### src/rtl/mau_pkg.sv
// Shared encodings for the memory access unit: access sizes, FSM states
// and the alignment rule used at op acceptance.
package mau_pkg;

    localparam logic [1:0] SZ_BYTE = 2'b00;
    localparam logic [1:0] SZ_HALF = 2'b01;
    localparam logic [1:0] SZ_WORD = 2'b10;

    localparam logic [1:0] IDLE = 2'b00;
    localparam logic [1:0] RD   = 2'b01;
    localparam logic [1:0] WR   = 2'b10;

    // Size 2'b11 behaves as a word everywhere.
    function automatic logic is_aligned(input logic [1:0] size, input logic [1:0] off);
        case (size)
            SZ_BYTE: return 1'b1;
            SZ_HALF: return ~off[0];
            default: return (off == 2'b00);
        endcase
    endfunction

endpackage

### src/rtl/mau_lane.sv
// Combinational lane logic: extracts and extends load lanes from a memory
// word, and merges store data into a memory word for read-modify-write.
module mau_lane
    import mau_pkg::*;
(
    input  logic [31:0] rdata,
    input  logic [31:0] wdata,
    input  logic [1:0]  size,
    input  logic [1:0]  off,
    input  logic        sign_ext,
    output logic [31:0] ld_ext,
    output logic [31:0] merged
);

    logic [7:0]  byte_sel;
    logic [15:0] half_sel;

    always_comb begin
        byte_sel = rdata[7:0];
        case (off)
            2'd0:    byte_sel = rdata[7:0];
            2'd1:    byte_sel = rdata[15:8];
            2'd2:    byte_sel = rdata[23:16];
            default: byte_sel = rdata[31:24];
        endcase
        half_sel = off[1] ? rdata[31:16] : rdata[15:0];
    end

    always_comb begin
        ld_ext = rdata;
        case (size)
            SZ_BYTE: ld_ext = {{24{sign_ext & byte_sel[7]}}, byte_sel};
            SZ_HALF: ld_ext = {{16{sign_ext & half_sel[15]}}, half_sel};
            default: ld_ext = rdata;
        endcase
    end

    // Only the addressed lanes take store data; the rest keep the read word.
    always_comb begin
        merged = rdata;
        case (size)
            SZ_BYTE: begin
                case (off)
                    2'd0:    merged[7:0]   = wdata[7:0];
                    2'd1:    merged[15:8]  = wdata[7:0];
                    2'd2:    merged[23:16] = wdata[7:0];
                    default: merged[31:24] = wdata[7:0];
                endcase
            end
            SZ_HALF: begin
                if (off[1]) merged[31:16] = wdata[15:0];
                else        merged[15:0]  = wdata[15:0];
            end
            default: merged = wdata;
        endcase
    end

endmodule

### src/rtl/mem_access_unit.sv
// MEM-stage load/store unit: IDLE/RD/WR FSM driving a single-port word memory.
// Optional macro MAU_WB_FWD_EN selects WB-stage forwarded store data.
module mem_access_unit
    import mau_pkg::*;
(
    input  logic        clk,
    input  logic        rst_n,
    input  logic        op_valid,
    input  logic        op_load,
    input  logic        op_store,
    input  logic [1:0]  op_size,
    input  logic        op_signed,
    input  logic [31:0] op_addr,
    input  logic [31:0] op_wdata,
    input  logic        fwd_sel,
    input  logic [31:0] fwd_data,
    output logic        stall,
    output logic        ld_valid,
    output logic [31:0] ld_data,
    output logic        misalign,
    output logic [9:0]  mem_addr,
    output logic [31:0] mem_din,
    output logic        mem_we,
    input  logic [31:0] mem_dout,
    output logic [1:0]  state_dbg
);

    // Handshake: the pipeline presents an op while in IDLE and keeps every op
    // input stable for as long as stall=1; the op is complete on the first
    // cycle it sees stall=0, and op inputs are ignored outside IDLE.

    logic [1:0]  state;
    logic        cap_store;
    logic        cap_signed;
    logic [1:0]  cap_size;
    logic [1:0]  cap_off;
    logic [31:0] cap_wdata;
    logic        op_go;
    logic        op_ok;
    logic [31:0] store_data;
    logic [31:0] lane_ext;
    logic [31:0] lane_merged;

`ifdef MAU_WB_FWD_EN
    assign store_data = fwd_sel ? fwd_data : op_wdata;
`else
    logic unused_fwd;
    assign unused_fwd = ^{fwd_sel, fwd_data};
    assign store_data = op_wdata;
`endif

    logic unused_addr_hi;
    assign unused_addr_hi = ^op_addr[31:12];

    assign op_go     = (state == IDLE) && op_valid && (op_load || op_store);
    assign op_ok     = op_go && is_aligned(op_size, op_addr[1:0]);
    assign stall     = op_ok || ((state == RD) && cap_store);
    assign state_dbg = state;

    mau_lane u_lane (
        .rdata    (mem_dout),
        .wdata    (cap_wdata),
        .size     (cap_size),
        .off      (cap_off),
        .sign_ext (cap_signed),
        .ld_ext   (lane_ext),
        .merged   (lane_merged)
    );

    always_ff @(posedge clk or negedge rst_n) begin
        if (!rst_n) begin
            state      <= IDLE;
            mem_we     <= 1'b0;
            mem_addr   <= '0;
            mem_din    <= '0;
            ld_valid   <= 1'b0;
            ld_data    <= '0;
            misalign   <= 1'b0;
            cap_store  <= 1'b0;
            cap_signed <= 1'b0;
            cap_size   <= SZ_BYTE;
            cap_off    <= 2'b00;
            cap_wdata  <= '0;
        end else begin
            ld_valid <= 1'b0;
            misalign <= 1'b0;
            mem_we   <= 1'b0;
            case (state)
                IDLE: begin
                    if (op_go && !op_ok) begin
                        misalign <= 1'b1;
                    end else if (op_ok) begin
                        mem_addr   <= op_addr[11:2];
                        cap_store  <= op_store;
                        cap_signed <= op_signed;
                        cap_size   <= op_size;
                        cap_off    <= op_addr[1:0];
                        cap_wdata  <= store_data;
                        // Full-word stores need no read; sub-word stores go through RD.
                        if (op_store && op_size[1]) begin
                            state   <= WR;
                            mem_we  <= 1'b1;
                            mem_din <= store_data;
                        end else begin
                            state <= RD;
                        end
                    end
                end
                RD: begin
                    if (cap_store) begin
                        mem_din <= lane_merged;
                        mem_we  <= 1'b1;
                        state   <= WR;
                    end else begin
                        ld_valid <= 1'b1;
                        ld_data  <= lane_ext;
                        state    <= IDLE;
                    end
                end
                WR:      state <= IDLE;
                default: state <= IDLE;
            endcase
        end
    end

endmodule

### config.mk
export PLATFORM = sky130hd
export DESIGN_NAME = mem_access_unit
export DESIGN_NICKNAME = d
export VERILOG_FILES = /design/src/rtl/mau_pkg.sv /design/src/rtl/mau_lane.sv /design/src/rtl/mem_access_unit.sv
export SDC_FILE = /design/constraint.sdc
export NUM_CORES = 1
export LEC_CHECK = 0
export ABC_AREA = 0
export CORE_MARGIN = 3
export CORE_UTILIZATION = 49
export CTS_CLUSTER_SIZE = 16
export DETAILED_ROUTE_END_ITERATION = 10
export GPL_ROUTABILITY_DRIVEN = 1
export MAX_ROUTING_LAYER = met4
export PLACE_DENSITY = 0.87
export SYNTH_ARGS = -nofsm -noshare
export SYNTH_HDL_FRONTEND = slang
export SYNTH_SLANG_ARGS = --single-unit
### constraint.sdc
create_clock -name clk -period 3.2 [get_ports clk]
set_clock_uncertainty 0.1 [all_clocks]
set_input_delay 0.64 -clock clk [delete_from_list [all_inputs] [get_ports clk]]
set_output_delay 0.64 -clock clk [all_outputs]
set_load 0.02 [all_outputs]
**Zoomed window**

The bar under the picture is 10 um long. Region (17, 17) to (42, 42) um. Cells in grey, sequential cells in the stronger grey; small squares are vias.
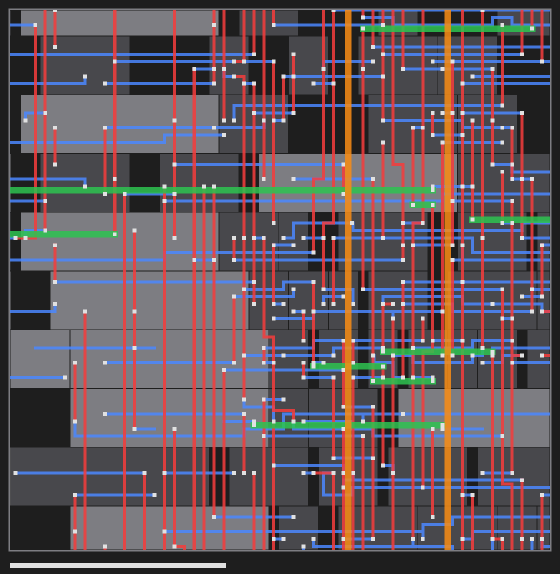
legend:
  red:
    layer: met2
  blue:
    layer: met1
  orange:
    layer: met4
  green:
    layer: met3
cells with their middle in the window: 45
sequential cells in the window: 8
most frequent: dfrtp_1 (8), mux2_2 (5)
netlist names of flops here include: `ld_data` (7), `cap_wdata` (1)

**Routing congestion map**

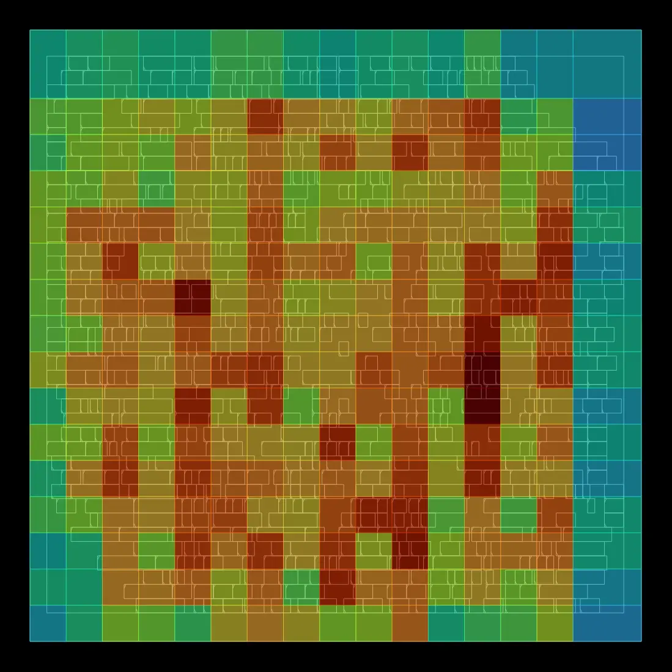
post-route core utilization: 0.7187
wire per inst: 21.66 um
met3 GRT Util: 0.05181
GRT Util Overall: 0.3030
global routing's busiest layer: met2

==> changes_impl.md <==
### Implementation results

* N_taps at between 100 and 150
* Post-synth regs at 117
* Clock root cell: clkbuf_16
* Buffers, non-clock at 180
* Worst path bufs/invs at 2
* Vias at between 5,000 and 6,000
* Area leader, netlist: dfrtp_1
* CP Launch Type: input pin
* Routability cong. at 0.9272
* Clock buffer count from CTS at 17
* Crit path max-delay family: simple AND/OR/NAND/NOR gates
* Worst EP arrival at about 2.1 ns
* Fillers at 827
* Yosys cell count at roughly 590
* Setup WS post-layout at 0.4069 ns
* Clk_buf instances at 19
* Async SR Flop Fraction at 1.000
* Compound Share, Synth at 0.1796
* Largest cell class: flip-flops and latches
* Synth top cell by count: dfrtp_1
* Place WS at 0.02790 ns
* ANT nets after route at 0
* # DRC at 0
* MUX share of area at 0.1300
* DP HPWL at 13,820 um
* Post-DP Area at between 7000 and 8000 sq um
* Non-filler cells, final at 892
* Initial antenna violation count at 0
* Fin Setup TNS at 0 ns
* Logic area at 2839 sq um
* Status: finished clean
* Reg clk slew, reported paths at around 0.05 ns
* WP data required at 2.46 ns
* Slew Limit Fails at 0
* Die W at about 120 um
* RSZ-0062 raised after global routing: no
* Main synth FF type: dfrtp_1
* Comb area leader: AND-OR/OR-AND gates
* Clk_lat worst skew at 0.42 ns
* Yosys Warn Count at 0
* CTS tree: done
* Worst R2R End: ld_data[12]
[power by group through the flow]
stage | registers, uW | clock network [uW] | logic, uW
floorplan | 2930 | 0 | 1110
global placement | 2440 | 0 | 2960
detailed placement | 2490 | 0 | 3040
CTS | 2480 | 2090 | 3060
global route | 2550 | 2160 | 3260
finish | 2480 | 2080 | 3050
[sequential cells by signal, summed over array words and instances (netlist names), 2 cells and up]
| register | flops |
|---|---|
| cap_off | 2 |
| cap_size | 2 |
| cap_wdata | 32 |
| ld_data | 32 |
| mem_addr | 10 |
| mem_din | 32 |
| state_dbg | 2 |
[layer usage]
metal,vias to the layer above,GRT usage,share of wire
li1,2464,-,-
met1,2688,0.3943,0.41
met2,272,0.4752,0.50
met3,35,0.05181,0.066
met4,0,0.1176,0.024
met5,-,-,0
